File: src/rtl/bus_arbiter_rr8.sv
// Round-robin arbiter for the shared 8-input bus mux: grants one owner, drives
// the mux select/enable, bounds each tenure to MaxHold cycles and flags forced releases.
module bus_arbiter_rr8 #(
   parameter int unsigned MaxHold = 16
) (
   input  logic       Clock,
   input  logic       Reset,
   input  logic [7:0] Req,
   input  logic       Done,
   output logic [7:0] Grant,
   output logic [2:0] Sel,
   output logic       Enable,
   output logic       Busy,
   output logic       Timeout
);

   localparam int unsigned N  = 8;
   localparam int unsigned IW = 3;
   localparam int unsigned CW = 8;
   localparam logic [CW-1:0] CntLast = CW'(MaxHold - 1);

   typedef enum logic {IDLE, OWN} state_t;

   state_t        state_q, state_n;
   logic [N-1:0]  grant_q, grant_n;
   logic [IW-1:0] sel_q, sel_n;
   logic [IW-1:0] last_q, last_n;
   logic [CW-1:0] cnt_q, cnt_n;
   logic          busy_q, busy_n;
   logic          enable_q, enable_n;
   logic          timeout_q, timeout_n;

   logic [N-1:0]  owner_oh;
   logic [N-1:0]  others;
   logic [N-1:0]  arb_req;
   logic [IW-1:0] win;
   logic          withdrew;
   logic          at_limit;
   logic          tenure_end;

   // First requester after 'last' in circular order; 'last' itself is checked last.
   function automatic logic [IW-1:0] pick(input logic [N-1:0] r, input logic [IW-1:0] last);
      logic [IW-1:0] w;
      logic          found;
      logic [IW-1:0] idx;
      w     = last;
      found = 1'b0;
      for (int i = 1; i <= N; i++) begin
         idx = last + IW'(i);
         if (!found && r[idx]) begin
            w     = idx;
            found = 1'b1;
         end
      end
      return w;
   endfunction

   assign owner_oh   = N'(1) << sel_q;
   assign others     = Req & ~owner_oh;
   assign withdrew   = ~|(Req & owner_oh);
   assign at_limit   = (cnt_q == CntLast);
   assign tenure_end = Done | withdrew | at_limit;
   assign arb_req    = (state_q == OWN) ? others : Req;
   assign win        = pick(arb_req, last_q);

   // Next-state and registered-output decode
   always_comb begin
      state_n   = state_q;
      grant_n   = grant_q;
      sel_n     = sel_q;
      last_n    = last_q;
      cnt_n     = cnt_q;
      busy_n    = busy_q;
      enable_n  = enable_q;
      timeout_n = 1'b0;
      case (state_q)
         IDLE: begin
            if (|Req) begin
               state_n  = OWN;
               grant_n  = N'(1) << win;
               sel_n    = win;
               last_n   = win;
               cnt_n    = '0;
               busy_n   = 1'b1;
               enable_n = 1'b1;
            end
         end
         OWN: begin
            if (tenure_end) begin
               // A forced release only counts when the owner neither finished nor left.
               timeout_n = at_limit & ~Done & ~withdrew;
               cnt_n     = '0;
               if (|others) begin
                  grant_n = N'(1) << win;
                  sel_n   = win;
                  last_n  = win;
               end else begin
                  state_n  = IDLE;
                  grant_n  = '0;
                  busy_n   = 1'b0;
                  enable_n = 1'b0;
               end
            end else begin
               cnt_n = cnt_q + CW'(1);
            end
         end
      endcase
   end

   always_ff @(posedge Clock or posedge Reset) begin
      if (Reset) begin
         state_q   <= IDLE;
         grant_q   <= '0;
         sel_q     <= '0;
         last_q    <= IW'(N - 1);
         cnt_q     <= '0;
         busy_q    <= 1'b0;
         enable_q  <= 1'b0;
         timeout_q <= 1'b0;
      end else begin
         state_q   <= state_n;
         grant_q   <= grant_n;
         sel_q     <= sel_n;
         last_q    <= last_n;
         cnt_q     <= cnt_n;
         busy_q    <= busy_n;
         enable_q  <= enable_n;
         timeout_q <= timeout_n;
      end
   end

   assign Grant   = grant_q;
   assign Sel     = sel_q;
   assign Enable  = enable_q;
   assign Busy    = busy_q;
   assign Timeout = timeout_q;

endmodule

File: config.mk
export PLATFORM = sky130hd
export DESIGN_NAME = bus_arbiter_rr8
export DESIGN_NICKNAME = d
export VERILOG_FILES = /design/src/rtl/bus_arbiter_rr8.sv
export SDC_FILE = /design/constraint.sdc
export NUM_CORES = 1
export LEC_CHECK = 0
export ABC_CLOCK_PERIOD_IN_PS = 3200
export CORE_MARGIN = 10
export CORE_UTILIZATION = 52
export CTS_CLUSTER_SIZE = 8
export DETAILED_ROUTE_END_ITERATION = 8
export PLACE_DENSITY = 0.77
export SLEW_MARGIN = 10
export SYNTH_ARGS = -nofsm -noshare
export SYNTH_HDL_FRONTEND = slang
export SYNTH_SLANG_ARGS = --single-unit
File: constraint.sdc
create_clock -name Clock -period 3.2 [get_ports Clock]
set_input_delay 0.64 -clock Clock [delete_from_list [all_inputs] [get_ports Clock]]
set_output_delay 0.64 -clock Clock [all_outputs]
set_load 0.01 [all_outputs]
Placed standard cells:
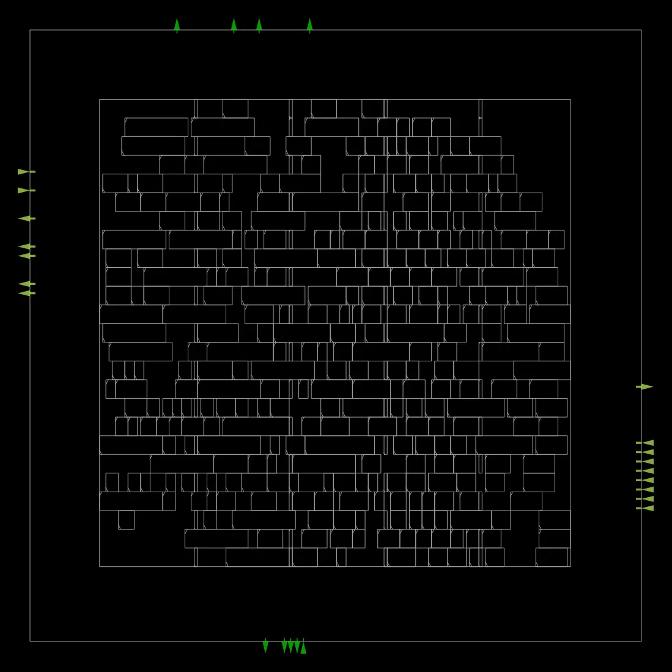
Core ar.: 4660 sq um
# fillers: 384
fin cells: 381

Signal wires on met2:
Cells faint in the background.
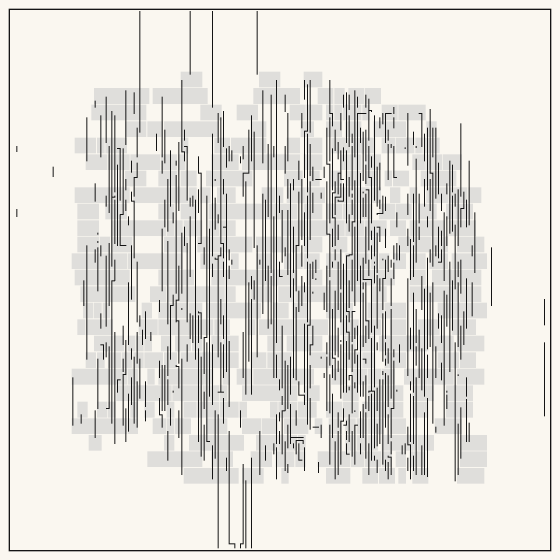
- main direction: vertical
- wire length on this layer: 3490 um
- nets with wire on the layer: 300
- longest straight run: 43.2 um
final wirelength: 7030 um
met2 Use GR: 0.307
vias post-DR: 2380

==> run_results.csv <==
group,metric,value,unit
run_status,status,"completed",
clocking,post_cts_buffers,1,
floorplanning,die_w,89.0,um
placement,dp_hpwl,5280,um
route,drt-pass1-iter-count,4,
synthesis,numSynthFlops,25,
clocking,ctsRootBufferMaster,"clkbuf_8",
placement,gp_congestion,0.871,
worst_setup_path,worstSetupPathType,"reg -> reg",
synthesis,yosys_warnings,0,
clocking,cts.clk_slew.worst_paths,90,ps
worst_setup_path,r2r_end,"Grant[5]",
route,ant_nets,0,
hold_path,holdCritPathClass,"reg -> reg",
grt,met1_usage,0.220,
worst_setup_path,timing.reg2reg.setup_slack,100,ps
final_layout,syn_to_final_growth,29.4,%
synthesis,top_cells_by_area,"dfrtp_1 (22%), mux4_2 (7.3%), o21ai_0 (3.8%)",
worst_setup_path,cpMaxStageDelayCell,"dfstp_2",
final_layout,diodes,0,
clocking,numCtsBuffers,3,
worst_setup_path,worstPathRequired,3370,ps
route,drt-initial-drc-count,151,
synthesis,fp_nets,283,
grt,grt_overflow,0,
grt,antenna_found_initial,0,
clocking,htree_levels,1,
grt,grt_usage,0.179,
synthesis,synth-edff-count,0,
worst_setup_path,crit_path_end,"Grant[5]",
synthesis,avgSynthCellArea,9.20,sq um
synthesis,synth_area,2470,sq um
worst_setup_path,cpLargestDelayFamily,"AND-OR/OR-AND gates",
final_layout,num-nets-final,342,
clocking,hold_buffers,0,
timing,fin_worst_hold_slack,493,ps
grt,first_global_vias,2342,
grt,grt_start_max_net_pins,26,
Placement by cell class:
Fill, decap, tap and diode cells in grey.
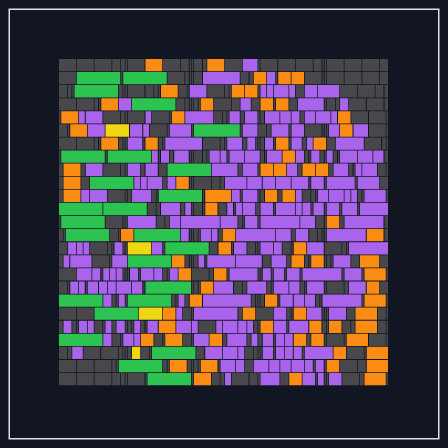
- remaining buffers and delay cells: orange (cells 76)
- clock drivers and dummy loads: yellow (cells 4)
- sequential cells: green (cells 25)
- remaining logic cells: purple (cells 222)
Design Area, Final: 3200 sq um
Finished Core Util: 0.687
flop share of the area: 0.197
row count: 25

The metal 3 layer:
Bar = 20 um.
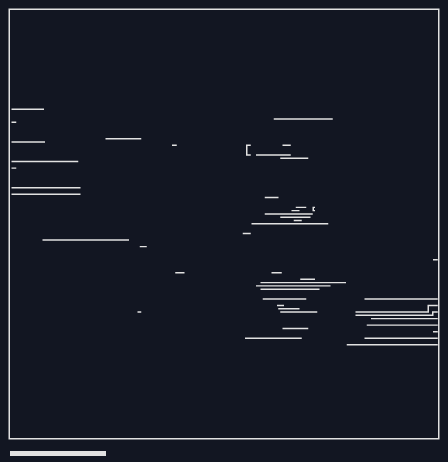
- wire length on this layer: 356 um
- nets with wire on the layer: 42
- share of all routed wire: 5.1%
- longest straight run: 18.6 um
met3 usage: 0.0301

## sequential cells by signal (all words and copies together), names as in the netlist
register	flops
Enable	1
Sel	3
Timeout	1
state_q	1
Grant	8
last_q	3
cnt_q	8
## worst min-delay path: cells and delay by family (launching register included)
family / cells / cell delay [ps]
DFF: 1 / 360
AOI/OAI and AO/OA: 1 / 50
and+or+nand+nor: 1 / 50
## layer usage
metal / routed length [um] / part of all wire
met5: 0 / 0
met1: 3080 / 0.44
met4: 112 / 0.016
met3: 355 / 0.050
met2: 3490 / 0.50
## per-stage QoR
stage | TNS (ps) | instances | utilization | setup slack [ps]
6_report | 0 | 381 | 0.687 | 100
5_1_grt | -3.78 | 381 | 0.687 | -3.42
4_1_cts | 0 | 380 | 0.670 | 3.32
3_5_place_dp | -2710 | 375 | 0.651 | -288
3_3_place_gp | -1900 | 375 | 0.651 | -226
2_1_floorplan | 0 | 269 | - | 20.9
## cell type report
cell class,instances,area [sq um]
Multi-Input combinational cell,214,1760
Fill cell,384,1460
Timing Repair Buffer,76,662
Sequential cell,25,629
Tap cell,54,67.6
Clock buffer,3,41.3
Inverter,8,31.3
Clock inverter,1,5.00
## worst min path at each step
stage          slack (ps)        to  startpoint  cells after the start
2_1_floorplan         450  cnt_q[7]    cnt_q[7]                      1
3_3_place_gp          470  cnt_q[7]    cnt_q[7]                      1
3_5_place_dp          480  Grant[2]    Grant[2]                      2
4_1_cts               500  Grant[3]    Grant[3]                      2
5_1_grt               540  cnt_q[7]    cnt_q[7]                      1
6_report              490  Grant[3]    Grant[3]                      2
## placed cells by master (no fill, tap or decap), drive strengths merged, types with 3 or more instances in the layout
| master | synthesis | routed |
|---|---|---|
| o21ai | 23 | 23 |
| a21oi | 9 | 9 |
| mux2i | 8 | 8 |
| a21boi | 3 | 3 |
| dfstp | 3 | 3 |
| nand2 | 18 | 18 |
| nor2b | 5 | 5 |
| mux2 | 8 | 8 |
| nand3 | 10 | 10 |
| xor2 | 7 | 7 |
| buf | 14 | 52 |
| dlymetal6s2s | 0 | 8 |
| nand2b | 7 | 7 |
| a32oi | 4 | 4 |
| clkbuf | 8 | 3 |
| and3 | 3 | 3 |
| o21a | 3 | 3 |
| xnor2 | 9 | 9 |
| and3b | 3 | 3 |
| a32o | 5 | 5 |
| nor2 | 19 | 19 |
| inv | 7 | 7 |
| mux4 | 8 | 8 |
| o221ai | 3 | 3 |
| nor4 | 7 | 7 |
| nor3b | 6 | 6 |
| ha | 3 | 3 |
| dfrtp | 22 | 22 |
| clkdlybuf4s50 | 0 | 16 |
| o31ai | 9 | 9 |
## logic make-up (layout without fill, tap and decap cells)
kind of cell,count (synthesis),in the layout,share of synthesized area
compound gates,82,82,0.240
xor+xnor,16,16,0.0764
fa+ha+maj,3,3,0.0152
buf+inv,30,88,0.0663
flops,25,25,0.254
mux,24,24,0.143
simple gates,89,89,0.205
